### src/rtl/seg_display_decoder_if.sv
// Multiplexed 7-segment scan bus: segment lines plus one-hot digit enables.
// The master drives the bus; the decoder watches it through the slave modport.
interface seg_display_decoder_if;
    logic [7:0] segments;  // [7]=dot, [6:0]=gfedcba
    logic [3:0] digits;    // one-hot when a digit is being driven

    modport master (
        output segments,
        output digits
    );

    modport slave (
        input segments,
        input digits
    );
endinterface

### src/rtl/seg_display_decoder.sv
// Rebuilds per-digit BCD, dot, blank and error state from a multiplexed 4-digit 7-segment bus.
// Optional build macro SEG_DECODE_HEX_EN: also accept the A..F glyphs as legal digits.
module seg_display_decoder #(
    parameter int unsigned STABLE_CYCLES  = 4,
    parameter int unsigned BLANK_TIMEOUT  = 4096,
    parameter bit          SEG_ACTIVE_LOW = 1'b0
) (
    input  logic                 i_Clock,
    input  logic                 i_Reset_n,
    seg_display_decoder_if.slave i_Bus,
    output logic [15:0]          o_Bcd,
    output logic [3:0]           o_Dots,
    output logic [3:0]           o_Blank,
    output logic [3:0]           o_Error,
    output logic                 o_Frame_Stb
);
    localparam int unsigned CntW = $clog2(STABLE_CYCLES);
    localparam int unsigned TmrW = $clog2(BLANK_TIMEOUT + 1);

    localparam logic [CntW-1:0] CntMax  = CntW'(STABLE_CYCLES - 1);
    localparam logic [CntW-1:0] CntFire = CntW'(STABLE_CYCLES - 2);
    localparam logic [TmrW-1:0] TmrMax  = TmrW'(BLANK_TIMEOUT);
    localparam logic [TmrW-1:0] TmrLast = TmrW'(BLANK_TIMEOUT - 1);
    localparam logic [7:0]      SegInv  = SEG_ACTIVE_LOW ? 8'hFF : 8'h00;

    logic [11:0]     r_sample;
    logic [11:0]     r_prev;
    logic [CntW-1:0] r_cnt;
    logic [15:0]     r_bcd;
    logic [3:0]      r_dots;
    logic [3:0]      r_blank;
    logic [3:0]      r_error;
    logic [3:0]      r_seen;
    logic            r_frame_stb;
    logic [TmrW-1:0] r_timer [4];

    logic       w_stable;
    logic       w_one_hot;
    logic       w_capture;
    logic [3:0] w_cap_vec;
    logic [3:0] w_blank_rise;
    logic [3:0] w_events;
    logic [3:0] w_dec_nib;
    logic       w_dec_err;

    // Input register and stability counter; the counter parks at CntMax so a held
    // sample is captured exactly once.
    always_ff @(posedge i_Clock or negedge i_Reset_n) begin
        if (!i_Reset_n) begin
            r_sample <= '0;
            r_prev   <= '0;
            r_cnt    <= '0;
        end else begin
            r_sample <= {i_Bus.digits, i_Bus.segments ^ SegInv};
            r_prev   <= r_sample;
            if (!w_stable) begin
                r_cnt <= '0;
            end else if (r_cnt != CntMax) begin
                r_cnt <= r_cnt + 1'b1;
            end
        end
    end

    assign w_stable  = (r_sample == r_prev);
    assign w_one_hot = $onehot(r_sample[11:8]);
    assign w_capture = w_stable && (r_cnt == CntFire) && w_one_hot;
    assign w_cap_vec = w_capture ? r_sample[11:8] : 4'b0000;

    always_comb begin
        w_dec_nib = 4'hF;
        w_dec_err = 1'b0;
        case (r_sample[6:0])
            7'b0111111: w_dec_nib = 4'h0;
            7'b0000110: w_dec_nib = 4'h1;
            7'b1011011: w_dec_nib = 4'h2;
            7'b1001111: w_dec_nib = 4'h3;
            7'b1100110: w_dec_nib = 4'h4;
            7'b1101101: w_dec_nib = 4'h5;
            7'b1111101: w_dec_nib = 4'h6;
            7'b0000111: w_dec_nib = 4'h7;
            7'b1111111: w_dec_nib = 4'h8;
            7'b1101111: w_dec_nib = 4'h9;
`ifdef SEG_DECODE_HEX_EN
            7'b1110111: w_dec_nib = 4'hA;
            7'b1111100: w_dec_nib = 4'hB;
            7'b0111001: w_dec_nib = 4'hC;
            7'b1011110: w_dec_nib = 4'hD;
            7'b1111001: w_dec_nib = 4'hE;
            7'b1110001: w_dec_nib = 4'hF;
`endif
            default:    w_dec_err = 1'b1;
        endcase
    end

    // A capture on the same cycle as a timeout wins, so the rise is masked here.
    always_comb begin
        for (int k = 0; k < 4; k++) begin
            w_blank_rise[k] = !w_cap_vec[k] && (r_timer[k] == TmrLast);
        end
    end

    assign w_events = w_cap_vec | w_blank_rise;

    always_ff @(posedge i_Clock or negedge i_Reset_n) begin
        if (!i_Reset_n) begin
            r_bcd   <= '0;
            r_dots  <= '0;
            r_blank <= '0;
            r_error <= '0;
            for (int k = 0; k < 4; k++) begin
                r_timer[k] <= '0;
            end
        end else begin
            for (int k = 0; k < 4; k++) begin
                if (w_cap_vec[k]) begin
                    r_timer[k]     <= '0;
                    r_blank[k]     <= 1'b0;
                    r_bcd[4*k +: 4] <= w_dec_nib;
                    r_dots[k]      <= r_sample[7];
                    r_error[k]     <= w_dec_err;
                end else if (r_timer[k] != TmrMax) begin
                    r_timer[k] <= r_timer[k] + 1'b1;
                    if (w_blank_rise[k]) begin
                        r_blank[k] <= 1'b1;
                    end
                end
            end
        end
    end

    // Events landing on the strobe cycle seed the next frame's mask.
    always_ff @(posedge i_Clock or negedge i_Reset_n) begin
        if (!i_Reset_n) begin
            r_seen      <= '0;
            r_frame_stb <= 1'b0;
        end else begin
            r_frame_stb <= (r_seen == 4'hF);
            r_seen      <= ((r_seen == 4'hF) ? 4'h0 : r_seen) | w_events;
        end
    end

    assign o_Bcd       = r_bcd;
    assign o_Dots      = r_dots;
    assign o_Blank     = r_blank;
    assign o_Error     = r_error;
    assign o_Frame_Stb = r_frame_stb;
endmodule
### src/flat_wrapper.sv
// flat-port wrapper written by rule: the top's interface ports become plain ports
module seg_display_decoder_flat 
#(
    parameter int unsigned STABLE_CYCLES  = 4,
    parameter int unsigned BLANK_TIMEOUT  = 4096,
    parameter bit          SEG_ACTIVE_LOW = 1'b0
)
  (i_Clock, i_Reset_n, o_Bcd, o_Dots, o_Blank, o_Error, o_Frame_Stb, i_Bus_segments, i_Bus_digits);
  seg_display_decoder_if i_Bus_i ();
  input  logic i_Clock;
  input  logic i_Reset_n;
  output logic [15:0] o_Bcd;
  output logic [3:0] o_Dots;
  output logic [3:0] o_Blank;
  output logic [3:0] o_Error;
  output logic o_Frame_Stb;
  input wire logic [$bits(i_Bus_i.segments)-1:0] i_Bus_segments;
  input wire logic [$bits(i_Bus_i.digits)-1:0] i_Bus_digits;
  assign i_Bus_i.segments = i_Bus_segments;
  assign i_Bus_i.digits = i_Bus_digits;
  seg_display_decoder #(.STABLE_CYCLES(STABLE_CYCLES), .BLANK_TIMEOUT(BLANK_TIMEOUT), .SEG_ACTIVE_LOW(SEG_ACTIVE_LOW)) u_core (.i_Clock(i_Clock), .i_Reset_n(i_Reset_n), .i_Bus(i_Bus_i), .o_Bcd(o_Bcd), .o_Dots(o_Dots), .o_Blank(o_Blank), .o_Error(o_Error), .o_Frame_Stb(o_Frame_Stb));
endmodule
### config.mk
export PLATFORM = sky130hd
export DESIGN_NAME = seg_display_decoder_flat
export DESIGN_NICKNAME = d
export VERILOG_FILES = /design/src/rtl/seg_display_decoder_if.sv /design/src/rtl/seg_display_decoder.sv /design/src/flat_wrapper.sv
export SDC_FILE = /design/constraint.sdc
export NUM_CORES = 1
export LEC_CHECK = 0
export ABC_AREA = 1
export CAP_MARGIN = 20
export CORE_AREA = 2 2 123 125
export DETAILED_ROUTE_END_ITERATION = 10
export DIE_AREA = 0 0 125 127
export SLEW_MARGIN = 20
export SYNTH_ARGS = -nofsm -noshare
export SYNTH_HDL_FRONTEND = slang
export SYNTH_SLANG_ARGS = --single-unit
export TNS_END_PERCENT = 50
### constraint.sdc
create_clock -name i_Clock -period 2.12 [get_ports i_Clock]
set_input_delay 0.636 -clock i_Clock [delete_from_list [all_inputs] [get_ports i_Clock]]
set_output_delay 0.636 -clock i_Clock [all_outputs]
set_load 0.1 [all_outputs]
Figure 1. Cells coloured by class (run 1).
Scale: 3 px per um. Fill, decap, tap and diode cells in grey.
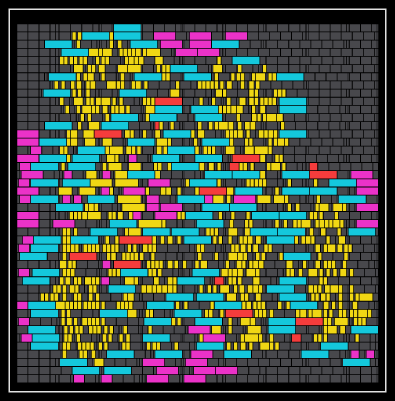
colour	class	cells	share of their area
red	clock drivers and dummy loads	15	4.2%
yellow	all other logic	636	43%
magenta	other buffers and delay cells	61	13%
cyan	flip-flops	111	40%
sequential share of cell area: 38.33%
FP Rows: 44
Final Util: 50.24%

Figure 2. I/O nets highlighted (run 1).
Scale: 3 px per um.
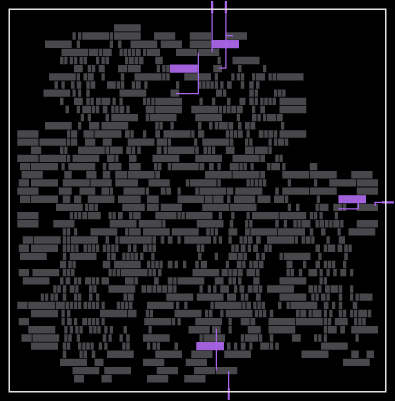
colour	port	bits	direction	end cells	buffers	wire
purple	o_Blank	4	output	4	4	101 um

Figure 3. Clock network drawn from the DEF (run 1).
Scale: 4 px per um.
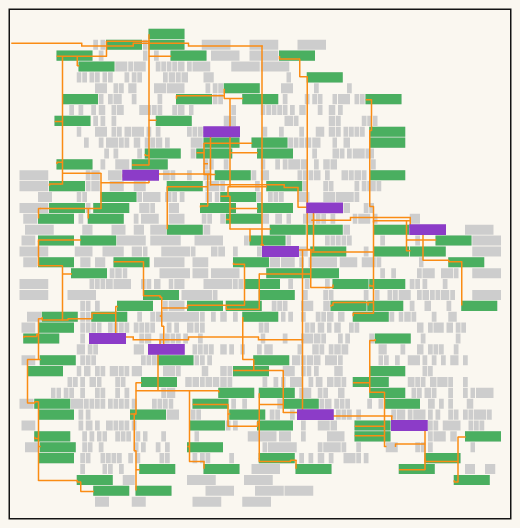
[green] flip-flops | count: 111
[orange] clock wires | length: 1430 um
[purple] cells driving clock nets | count: 9
flops lie	widely spread

Figure 4. Clock wiring as the flow saved it (run 1).
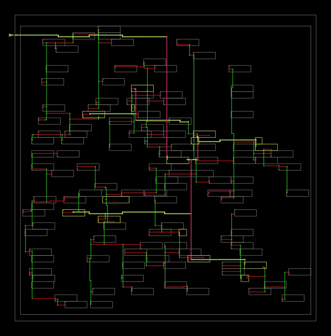
Num CTS Buffers: 9
Sink Count: 111

==> changes_impl.md, run 1 <==
### Metrics

* Status: complete, but fails checks
* Failing checks: setup timing
* Critical path required time at 2.36 ns
* Crit. End Element: flop
* Slew @ Worst Pin at 0.6170 ns
* Global route hottest layer: met2
* Cell with the most instances after synthesis: nand2_1
* Grt met1 use at 20.73%
* Final hold viol count at 0
* Syn Inst Count at 761
* Met3 WL post-DR at 431 um
* Worst min path class: in -> async
* Cell Type Count at 28
* IO Pins at 43
* Final setup violation count at 80
* Clock buffer depth at 2
* Most frequent cells in the layout: 246 x nand2_1, 148 x inv_1, 111 x dfrtp_1
* Post-synthesis register bit count at 111
* Met3 usage at 3.936%
* Initial antenna violation count at 0
* Ranking of synthesized cells by area: dfrtp_1 48%, nand2_1 16%, inv_1 9.6%
* Cycle use final at 105.0%
* FF-to-FF Start: u_core.r_sample[9]
* Core area at 14420 um^2
* Vias in the first global route at 4458
* Synth Cell Area at 5819 um^2
* Final Critical Period at 2.226 ns
* TritonRoute pass-1 iters at 4
* Latency at later pin at 0.36 ns
* DRC viols at 0
* GRT met2 Usage at 27.78%
* Tool warnings at 34
* Worst r2r dst: u_core.o_Bcd[11]
* Reg-to-reg slack, setup at -0.11 ns
* Share of cells above drive strength 1 at 12.15%
* Synth-to-Final Area Change at 24.53%
* Final setup margin at -0.1060 ns
* Post-CTS setup buffer count at 0
* Avg Inst Size Synth at 7.647 um^2
* Initial DRC count at 210
* Routed WL at 11690 um
* Crit-path cells: ha_1, ha_2, fa_1, nor2_1, and3_4, nand4_4, buf_12, nand2_1, nand2_1
* Flip-flops with a built-in enable at 0
* Die W at 125 um
* Worst Setup EP: u_core.o_Bcd[11]
* Worst slew margin at 58.55%
* Top FF cell, synth: dfrtp_1
* Largest net degree at the start of global routing at 36
* WP data arrival at 2.47 ns
* Reg2reg path depth at 9
* Die height at 127 um
* Post-synth seq share at 47.73%
* Hold buffers post-CTS at 0
* Syn. warnings at 0
* Total gr overflow at 0
* Cell accounting for the most synthesized area: dfrtp_1
* Post-CTS sizing at 7
* WHS at 0.1711 ns
==> run 1: sequential cells by signal, indices dropped and copies added, names as in the netlist <==
signal,flops
u_core.r_timer,52
u_core.o_Bcd,16
u_core.r_prev,12
u_core.r_sample,12
u_core.o_Blank,4
u_core.o_Dots,4
u_core.o_Error,4
u_core.r_seen,4
u_core.r_cnt,2
u_core.o_Frame_Stb,1
==> run 1: area by class of cell <==
cell class | instances | area, um^2
multi-input combinational | 483 | 2439
clock inverter | 5 | 63.81
timing repair buffer | 61 | 933.4
inverter | 153 | 574.3
tap | 184 | 230.2
sequential | 111 | 2778
clock buffer | 10 | 229.0
fill | 1396 | 7177
==> run 1: metrics by stage <==
| step | power (W) | area, um^2 | utilization, % | TNS (ns) |
|---|---|---|---|---|
| 2_1_floorplan | 0.002298 | 5868 | - | -0.0007327 |
| 3_3_place_gp | 0.002408 | 6867 | 47.61 | -3.436 |
| 3_5_place_dp | 0.002411 | 6867 | 47.61 | -5.996 |
| 4_1_cts | 0.004141 | 7192 | 49.86 | -6.139 |
| 5_1_grt | 0.004272 | 7247 | 50.24 | -15.93 |
| 6_report | 0.004079 | 7247 | 50.24 | -5.654 |
==> run 1: kinds of logic (layout without fill, tap and decap cells) <==
logic type | after synthesis | after routing | synth area share (%)
AOI/OAI and AO/OA | 21 | 21 | 2.107
xor gates and xnor gates | 32 | 32 | 4.816
adders and majority gates | 14 | 14 | 3.139
buffers and inverters | 167 | 229 | 12.21
DFF | 111 | 111 | 47.73
and+or+nand+nor | 416 | 416 | 29.99
==> run 1: power by group <==
part | internal (W) | switching [W] | total [W]
sequential | 0.00214 | 0.0000219 | 0.00216
clock | 0.000924 | 0.000787 | 0.00171
combinational | 0.0000755 | 0.000132 | 0.000207
total | 0.00314 | 0.000940 | 0.00408
## Run 2: what changed since run 1
CAP_MARGIN = 10   (was 20)
Figure 5. M2 wires (run 2).
Scale: 4 px per um. Cells faint in the background.
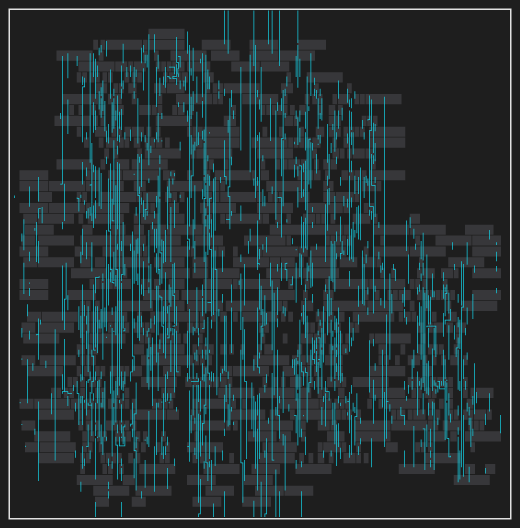
share of all routed wire	49%
main direction	vertical
longest straight run	55.4 um
wire length on this layer	5710 um
nets with wire on the layer	626
via count: 4555
GRT met2 Usage: 27.78%
Routed WL: 11690 um

Figure 6. I/O nets highlighted (run 2).
Scale: 3 px per um.
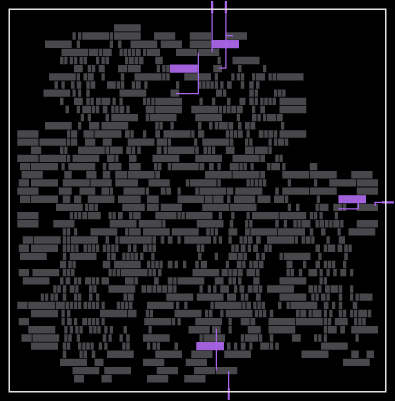
colour	port	bits	direction	end cells	buffers	wire
purple	o_Blank	4	output	4	4	101 um
IO Pins: 43
# port buffers: 42

Figure 7. Clock network drawn from the DEF (run 2).
Scale: 4 px per um.
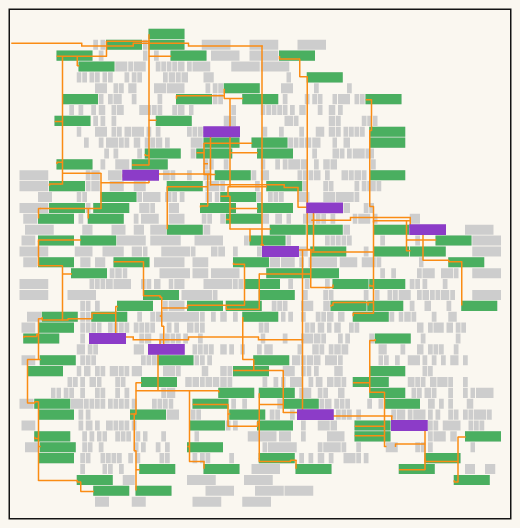
[green] flip-flops | count: 111
[purple] cells driving clock nets | count: 9
[orange] clock wires | length: 1430 um
routed clock nets	10
flops lie	widely spread

==> run 2 against run 1 <==
  * The run still ends with setup timing left
  * Flip-flop count unchanged
  * Combinational power about the same
  * Fmax unchanged
==> changes_impl.md, run 2 <==
### Metrics

* Final hold viol count at 0
* Synth Cell Area at 5819 um^2
* Worst r2r dst: u_core.o_Bcd[11]
* Met3 WL post-DR at 431 um
* Reg2reg path depth at 9
* Top FF cell, synth: dfrtp_1
* Cell Type Count at 28
* Die W at 125 um
* Met3 usage at 3.936%
* Final setup margin at -0.1060 ns
* MUX area fraction at 0%
* Final setup violation count at 80
* Seq pwr at 0.00216 W
* Crit. End Element: flop
* Syn. warnings at 0
* Final Critical Period at 2.226 ns
* Synth Area in XOR/XNOR at 4.816%
* Share of cells above drive strength 1 at 12.15%
* Post-synthesis adder-cell area fraction at 3.139%
* Syn Inst Count at 761
* Latency at later pin at 0.36 ns
* P_comb at 0.000207 W
* FF-to-FF Start: u_core.r_sample[9]
* Cycle use final at 105.0%
* Aoi share at 2.107%
* Die height at 127 um
* Synth-to-Final Area Change at 24.53%
* Failing checks: setup timing
* NetSw at 0.0009403 W
* Flip-flops with a built-in enable at 0
* Clock group at 0.00171 W
* Vias in the first global route at 4458
* FP Rows at 44
* Biggest consumer: sequential cells
* Post-synth seq share at 47.73%
* Fillers at 1396
* Avg Inst Size Synth at 7.647 um^2
* Reg-to-reg slack, setup at -0.11 ns
* TritonRoute pass-1 iters at 4
* Int Pwr at 0.003138 W
* Status: complete, but fails checks
* Ranking of synthesized cells by area: dfrtp_1 48%, nand2_1 16%, inv_1 9.6%
* Worst min path class: in -> async
* Basic Gates by Area at 29.99%
* Critical path required time at 2.36 ns
* Initial DRC count at 210
* WP data arrival at 2.47 ns
* Largest net degree at the start of global routing at 36
* Sink Count at 111
* Share of power burned in registers at 53.0%
* Slew @ Worst Pin at 0.6170 ns
==> run 2: cell counts after synthesis <==
Identical to the previous run, type by type.
==> run 2: cell type report <==
type / count / area, um^2 / share of cell area, %
timing repair buffer: 61 / 933.4 / 12.88
clock buffer: 10 / 229.0 / 3.160
clock inverter: 5 / 63.81 / 0.8805
inverter: 153 / 574.3 / 7.925
sequential: 111 / 2778 / 38.33
tap: 184 / 230.2 / 3.177
multi-input combinational: 483 / 2439 / 33.65
==> run 2: stage by stage <==
stage / TNS (ns) / util (%) / cells / area [um^2]
after floorplan: -0.0007327 / - / 761 / 5868
after global placement: -3.436 / 47.61 / 990 / 6867
after detailed placement: -5.996 / 47.61 / 990 / 6867
after CTS: -6.139 / 49.86 / 1006 / 7192
after global routing: -15.93 / 50.24 / 1007 / 7247
final: -5.654 / 50.24 / 1007 / 7247
==> run 2: timing repair <==
item,CTS,global route
endpoints found under the setup margin,83,84
gates resized,7,14
cloned,1,0
buffers inserted,0,1
pin swaps,1,6
==> run 2: critical path, stage by stage (launching register included) <==
cell	delay (ns)
dfrtp_1	0.39
ha_1	0.30
ha_2	0.18
fa_1	0.42
nor2_1	0.10
and3_4	0.28
nand4_4	0.13
buf_12	0.19
nand2_1	0.06
nand2_1	0.05
==> run 2: how the worst max path moves through the flow <==
stage,startpoint,end
after global routing,u_core.r_sample[9],u_core.o_Bcd[8]
after global placement,u_core.r_sample[10],u_core.o_Bcd[14]
final,u_core.r_sample[9],u_core.o_Bcd[11]
after detailed placement,u_core.r_sample[10],u_core.o_Bcd[14]
after CTS,u_core.r_sample[10],u_core.o_Bcd[4]
after floorplan,u_core.r_sample[10],u_core.o_Dots[0]
No activity file was given, so power comes from the tool's default toggle rates.
